==> src/rtl/serial_link_pkg.sv <==
// Shared line definitions for the serial word link: FSM encodings and line levels,
// used by both the transmitter and the matching capture-flop receiver.
package serial_link_pkg;

   typedef enum logic [2:0] {
      ST_IDLE   = 3'd0,
      ST_START  = 3'd1,
      ST_DATA   = 3'd2,
      ST_PARITY = 3'd3,
      ST_STOP   = 3'd4
   } link_state_t;

   localparam logic IDLE_LEVEL  = 1'b1;
   localparam logic START_LEVEL = 1'b0;
   localparam logic STOP_LEVEL  = 1'b1;

   // Frame length in bit times: start + data + optional parity + stop.
   function automatic int frame_bits(input int width, input bit parity_en);
      return width + 2 + (parity_en ? 1 : 0);
   endfunction

endpackage

==> src/rtl/serial_shift_reg.sv <==
// WIDTH-bit load / shift-right register; bit 0 is the next data bit for the line.
module serial_shift_reg #(
   parameter int WIDTH = 8
) (
   input  logic             clock,
   input  logic             reset_n,
   input  logic             load,
   input  logic             shift,
   input  logic [WIDTH-1:0] din,
   output logic             lsb
);

   logic [WIDTH-1:0] shreg_reg;
   logic [WIDTH-1:0] shifted;

   for (genvar gi = 0; gi < WIDTH; gi++) begin : g_bit
      if (gi == WIDTH - 1) begin : g_top
         assign shifted[gi] = 1'b0;
      end else begin : g_low
         assign shifted[gi] = shreg_reg[gi+1];
      end
   end

   always_ff @(posedge clock or negedge reset_n) begin
      if (!reset_n) begin
         shreg_reg <= '0;
      end else if (load) begin
         shreg_reg <= din;
      end else if (shift) begin
         shreg_reg <= shifted;
      end
   end

   assign lsb = shreg_reg[0];

endmodule

==> src/rtl/serial_word_tx.sv <==
// Word-to-serial transmitter: start bit, LSB-first data, optional even parity, stop bit.
// Line outputs are registered, so the start bit appears one clock after the accept edge.
module serial_word_tx
   import serial_link_pkg::*;
#(
   parameter int WIDTH     = 8,
   parameter bit PARITY_EN = 1'b0
) (
   input  logic             clock,
   input  logic             reset_n,
   input  logic [WIDTH-1:0] tx_data,
   input  logic             tx_valid,
   output logic             tx_ready,
   output logic             sdata,
   output logic             sframe,
   output logic             busy
);

   localparam int                CNT_W    = $clog2(WIDTH);
   localparam logic [CNT_W-1:0]  LAST_BIT = CNT_W'(WIDTH - 1);

   link_state_t      state_reg;
   link_state_t      state_next;
   logic [CNT_W-1:0] count_reg;
   logic             parity_reg;
   logic             sdata_reg;
   logic             sframe_reg;
   logic             busy_reg;
   logic             sdata_next;
   logic             sframe_next;
   logic             accept;
   logic             shift;
   logic             shift_lsb;

   // Ready in STOP as well as IDLE lets back-to-back frames run without an idle gap.
   assign tx_ready = reset_n & ((state_reg == ST_IDLE) | (state_reg == ST_STOP));
   assign accept   = tx_valid & tx_ready;

   serial_shift_reg #(
      .WIDTH(WIDTH)
   ) u_shreg (
      .clock  (clock),
      .reset_n(reset_n),
      .load   (accept),
      .shift  (shift),
      .din    (tx_data),
      .lsb    (shift_lsb)
   );

   always_ff @(posedge clock or negedge reset_n) begin
      if (!reset_n) begin
         state_reg <= ST_IDLE;
      end else begin
         state_reg <= state_next;
      end
   end

   always_comb begin
      state_next = ST_IDLE;
      case (state_reg)
         ST_IDLE:   state_next = accept ? ST_START : ST_IDLE;
         ST_START:  state_next = ST_DATA;
         ST_DATA: begin
            if (count_reg == LAST_BIT) begin
               state_next = PARITY_EN ? ST_PARITY : ST_STOP;
            end else begin
               state_next = ST_DATA;
            end
         end
         ST_PARITY: state_next = ST_STOP;
         ST_STOP:   state_next = accept ? ST_START : ST_IDLE;
         default:   state_next = ST_IDLE;
      endcase
   end

   always_comb begin
      sdata_next  = IDLE_LEVEL;
      sframe_next = 1'b1;
      shift       = 1'b0;
      case (state_reg)
         ST_IDLE:   sframe_next = 1'b0;
         ST_START:  sdata_next  = START_LEVEL;
         ST_DATA: begin
            sdata_next = shift_lsb;
            shift      = 1'b1;
         end
         ST_PARITY: sdata_next  = parity_reg;
         ST_STOP:   sdata_next  = STOP_LEVEL;
         default:   sframe_next = 1'b0;
      endcase
   end

   // busy follows the next state so it rises on the accept edge and drops on leaving STOP.
   always_ff @(posedge clock or negedge reset_n) begin
      if (!reset_n) begin
         sdata_reg  <= IDLE_LEVEL;
         sframe_reg <= 1'b0;
         busy_reg   <= 1'b0;
         count_reg  <= '0;
         parity_reg <= 1'b0;
      end else begin
         sdata_reg  <= sdata_next;
         sframe_reg <= sframe_next;
         busy_reg   <= (state_next != ST_IDLE);
         if (accept) begin
            parity_reg <= ^tx_data;
         end
         if (state_reg == ST_START) begin
            count_reg <= '0;
         end else if ((state_reg == ST_DATA) && (count_reg != LAST_BIT)) begin
            count_reg <= count_reg + 1'b1;
         end
      end
   end

   assign sdata  = sdata_reg;
   assign sframe = sframe_reg;
   assign busy   = busy_reg;

endmodule
==> config.mk <==
export PLATFORM = sky130hd
export DESIGN_NAME = serial_word_tx
export DESIGN_NICKNAME = d
export VERILOG_FILES = /design/src/rtl/serial_link_pkg.sv /design/src/rtl/serial_shift_reg.sv /design/src/rtl/serial_word_tx.sv
export SDC_FILE = /design/constraint.sdc
export NUM_CORES = 1
export LEC_CHECK = 0
export CAP_MARGIN = 10
export CORE_UTILIZATION = 50
export DETAILED_ROUTE_END_ITERATION = 8
export PLACE_DENSITY = 0.74
export SLEW_MARGIN = 5
export SYNTH_ARGS = -nofsm -noshare
export SYNTH_HDL_FRONTEND = slang
export SYNTH_SLANG_ARGS = --single-unit
==> constraint.sdc <==
create_clock -name clock -period 1.5 [get_ports clock]
set_input_delay 0.3 -clock clock [delete_from_list [all_inputs] [get_ports clock]]
set_output_delay 0.3 -clock clock [all_outputs]
set_load 0.05 [all_outputs]
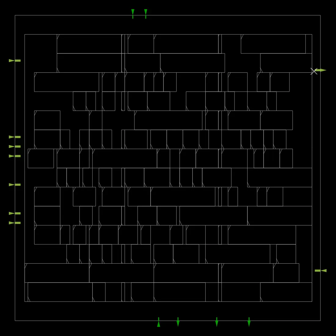
Fig. 1. Placed standard cells (run 1).
Seq/total area: 0.3907
Post-Layout Cell Count: 132
Taps Inserted: 16
standard-cell rows: 14

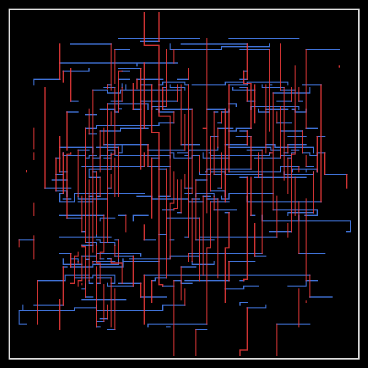
Fig. 2. Signal wires by layer (run 1).
Drawn at 8 px/micron. Only two layers are drawn.
| color | layer | wire length |
|---|---|---|
| blue | M1 | 745 microns |
| red | M2 | 882 microns |

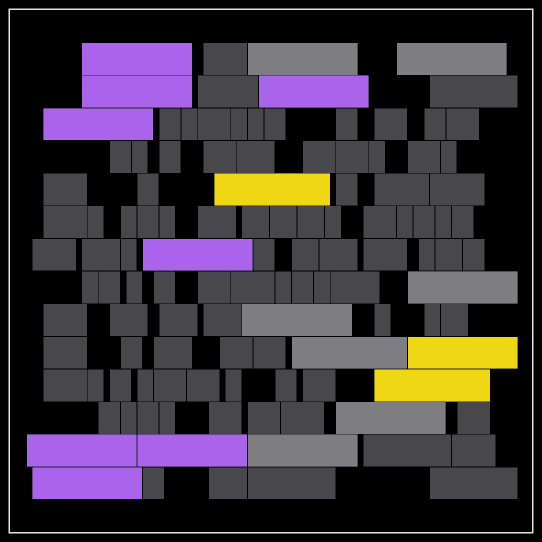
Fig. 3. Register map, names as in the netlist (run 1).
Drawn at 12 px/micron. Other sequential cells in the stronger gray, the rest of the logic in the fainter gray.
| color | netlist name | sequential cells |
|---|---|---|
| yellow | state_reg | 3 |
| purple | u_shreg.shreg_reg | 8 |

==> notes.md, run 1 <==
impl run done, here's what came out: Pins Over Slew Limit=0, Buf+Inv Stages, Crit Path=2, Final Hold Viols=0, final hold slack=0.4127 ns, CORE AREA=0.001559 sq mm, met2 WL=882 microns, flop count=18, cell family with most CP delay=buffers and inverters, status=finished, violations left, share of cells above drive strength 1=0.2155, total global routing overflow=0, Critical Path Start=reset_n, CTS Hold Buffers Added=0, sequential logic power=869 uW, DP Wirelength=1.279 mm, RSZ-0062 raised after global routing=no, Logic inverters=2, P&R area growth vs syn=34.83%, DP Area=0.001084 sq mm, HP Class=in -> async, Yosys top cell by area=dfrtp_1, Pwr top=combinational logic, pre-CTS WS=-0.05024 ns, total track usage=0.2136, failing checks=DRC, Tot Pwr=2.282 mW, Pint=1.398 mW, crit path cell chain=clkdlybuf4s50_1 > and2_4 > buf_12, clock slew at reported path FFs=0.10 ns, #MultiIn Comb=69, max_slew headroom=0.8154, fp util=0.5530, Crit path depth=3, Syn Area/Cell=9.370 sq um, fin crit share=0.9741, Syn Nets=105, diode count=0, utilization after layout=0.7456, Period minus WS final=1.461 ns, number of enable flip-flop cells=0, Post-Place Cells=124, # DRC=2, clock distribution power=286 uW, max cap viols=0, Simple Share, Synth=0.1843, reg-to-reg setup timing slack=0.11 ns, arrival time worst endpoint=1.16 ns, Top cells by area=dfrtp_1 (49%), xnor2_1 (8.1%), nand2_1 (6.5%), Critical Path Max Stage Delay=0.55 ns, Final nets=130, Cell Type Count=23, vias per cell=5.348, multi-input combinational area share=0.3412, Logic pwr share=0.494, GR Util met2=0.3727, drt total wl=1.697 mm, CTS root buf=clkbuf_4, I/O pins=15, max reg flops=8, area of the multi-input gates=396.6 sq um, Num CTS Buffers=3, Clock Tree Buf Depth=2, maximum clock rate=0.6844 GHz, Synth top cell by count=dfrtp_1, WS Path Type=in -> out, met1 WL=745 microns, clk sinks=18, global placer's final weighted congestion=0.7829, CTS tree=built
--- run 2 (diff from run 1) ---
HOLD_SLACK_MARGIN = 0.08   (was unset)
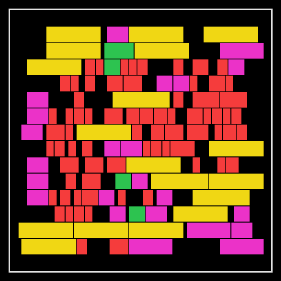
Fig. 4. Cell classes on the final placement (run 2).
Drawn at 6 px/micron.
| color | class | cells | share of their area |
|---|---|---|---|
| red | remaining logic cells | 71 | 35% |
| magenta | remaining buffers and delay cells | 23 | 22% |
| green | clock drivers and dummy loads | 4 | 3.2% |
| yellow | registers | 18 | 40% |
utilization after layout: 0.7456
post-route cell area: 0.001162 sq mm
CORE AREA: 0.001559 sq mm

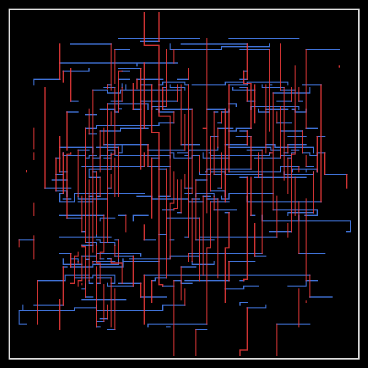
Fig. 5. Signal wires by layer (run 2).
Drawn at 8 px/micron. Only two layers are drawn.
| color | layer | wire length |
|---|---|---|
| blue | M1 | 745 microns |
| red | M2 | 882 microns |

==> run 2 against run 1 <==
Against the previous run:
- the flow still finishes with violations (DRC)
- first-iteration DRC count unchanged
- critical path depth did not move
- area after synthesis did not move
- setup slack did not move
- total power stayed put
- hold slack unchanged
- combinational power about the same
- register-to-register slack is essentially flat
==> notes.md, run 2 <==
impl run done, here's what came out: clock distribution power=286 uW, Pwr top=combinational logic, final hold slack=0.4127 ns, RSZ-0062 raised after global routing=no, Cell Type Count=23, # DRC=2, share of cells above drive strength 1=0.2155, CTS Hold Buffers Added=0, fp util=0.5530, CTS root buf=clkbuf_4, Buf+Inv Stages, Crit Path=2, Pint=1.398 mW, global placer's final weighted congestion=0.7829, reg-to-reg setup timing slack=0.11 ns, Post-Layout Cell Count=132, number of enable flip-flop cells=0, area of the multi-input gates=396.6 sq um, Syn Area/Cell=9.370 sq um, cell family with most CP delay=buffers and inverters, Logic pwr share=0.494, arrival time worst endpoint=1.16 ns, status=finished, violations left, Critical Path Start=reset_n, #MultiIn Comb=69, Top cells by area=dfrtp_1 (49%), xnor2_1 (8.1%), nand2_1 (6.5%), Tot Pwr=2.282 mW, I/O pins=15, Clock Tree Buf Depth=2, Simple Share, Synth=0.1843, max_slew headroom=0.8154, vias per cell=5.348, WS Path Type=in -> out, Crit path depth=3, P&R area growth vs syn=34.83%, flop count=18, failing checks=DRC, met2 WL=882 microns, total track usage=0.2136, Taps Inserted=16
--- run 3 (diff from run 2) ---
CAP_MARGIN = unset   (was 10)
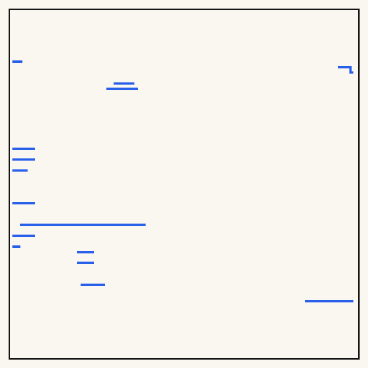
Fig. 6. M3 wires (run 3).
Drawn at 8 px/micron.
share of all routed wire: 2.9%
main direction: horizontal
met3 Use GR: 0.02500
drt total wl: 1.697 mm
Via Count: 706

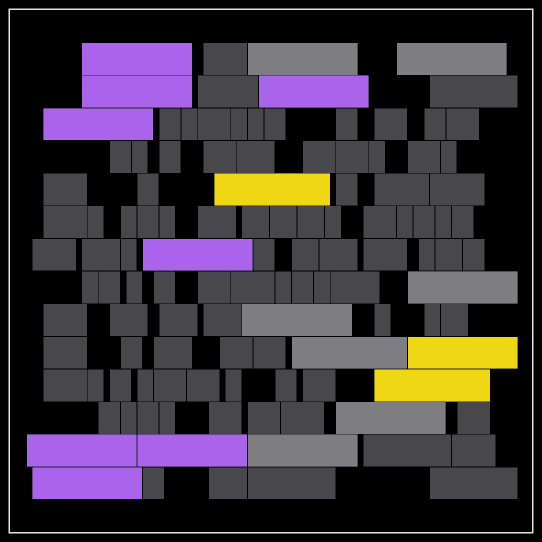
Fig. 7. Register map, names as in the netlist (run 3).
Drawn at 12 px/micron. Other sequential cells in the stronger gray, the rest of the logic in the fainter gray.
| color | netlist name | sequential cells |
|---|---|---|
| yellow | state_reg | 3 |
| purple | u_shreg.shreg_reg | 8 |
not colored: 7

==> run 3 against run 2 <==
Against the previous run:
- the flow still finishes with violations (DRC)
- total power unchanged
- utilization unchanged
- setup slack unchanged
- via count unchanged
- synthesized cell count unchanged
- sequential share of layout area unchanged
- count of clock-buffer cells in the layout unchanged
- area after synthesis unchanged
- cell area unchanged
- first-iteration DRC count unchanged
- sequential cell count unchanged
==> notes.md, run 3 <==
impl run done, here's what came out: # DRC=2, Logic inverters=2, GR Util met2=0.3727, number of enable flip-flop cells=0, status=finished, violations left, DP Wirelength=1.279 mm, CTS root buf=clkbuf_4, standard-cell rows=14, Simple Share, Synth=0.1843, Taps Inserted=16, Top cells by area=dfrtp_1 (49%), xnor2_1 (8.1%), nand2_1 (6.5%), CORE AREA=0.001559 sq mm, max reg flops=8, total global routing overflow=0, max_slew headroom=0.8154, reg-to-reg setup timing slack=0.11 ns, Cell Type Count=23, Pwr top=combinational logic, global placer's final weighted congestion=0.7829, Buf+Inv Stages, Crit Path=2, final hold slack=0.4127 ns, Pins Over Slew Limit=0, flop count=18, Period minus WS final=1.461 ns, diode count=0, failing checks=DRC, max cap viols=0, clock slew at reported path FFs=0.10 ns, Logic pwr share=0.494, utilization after layout=0.7456, HP Class=in -> async, Post-Layout Cell Count=132, post-route cell area=0.001162 sq mm, Tot Pwr=2.282 mW, Synth top cell by count=dfrtp_1, sequential logic power=869 uW, met2 WL=882 microns, maximum clock rate=0.6844 GHz, #MultiIn Comb=69, clk sinks=18, Critical Path Max Stage Delay=0.55 ns, area of the multi-input gates=396.6 sq um, vias per cell=5.348, Clock Tree Buf Depth=2, met1 WL=745 microns, Post-Place Cells=124, Crit path depth=3, crit path cell chain=clkdlybuf4s50_1 > and2_4 > buf_12
Power figures rest on the tool's default switching activity, not on a simulated workload.
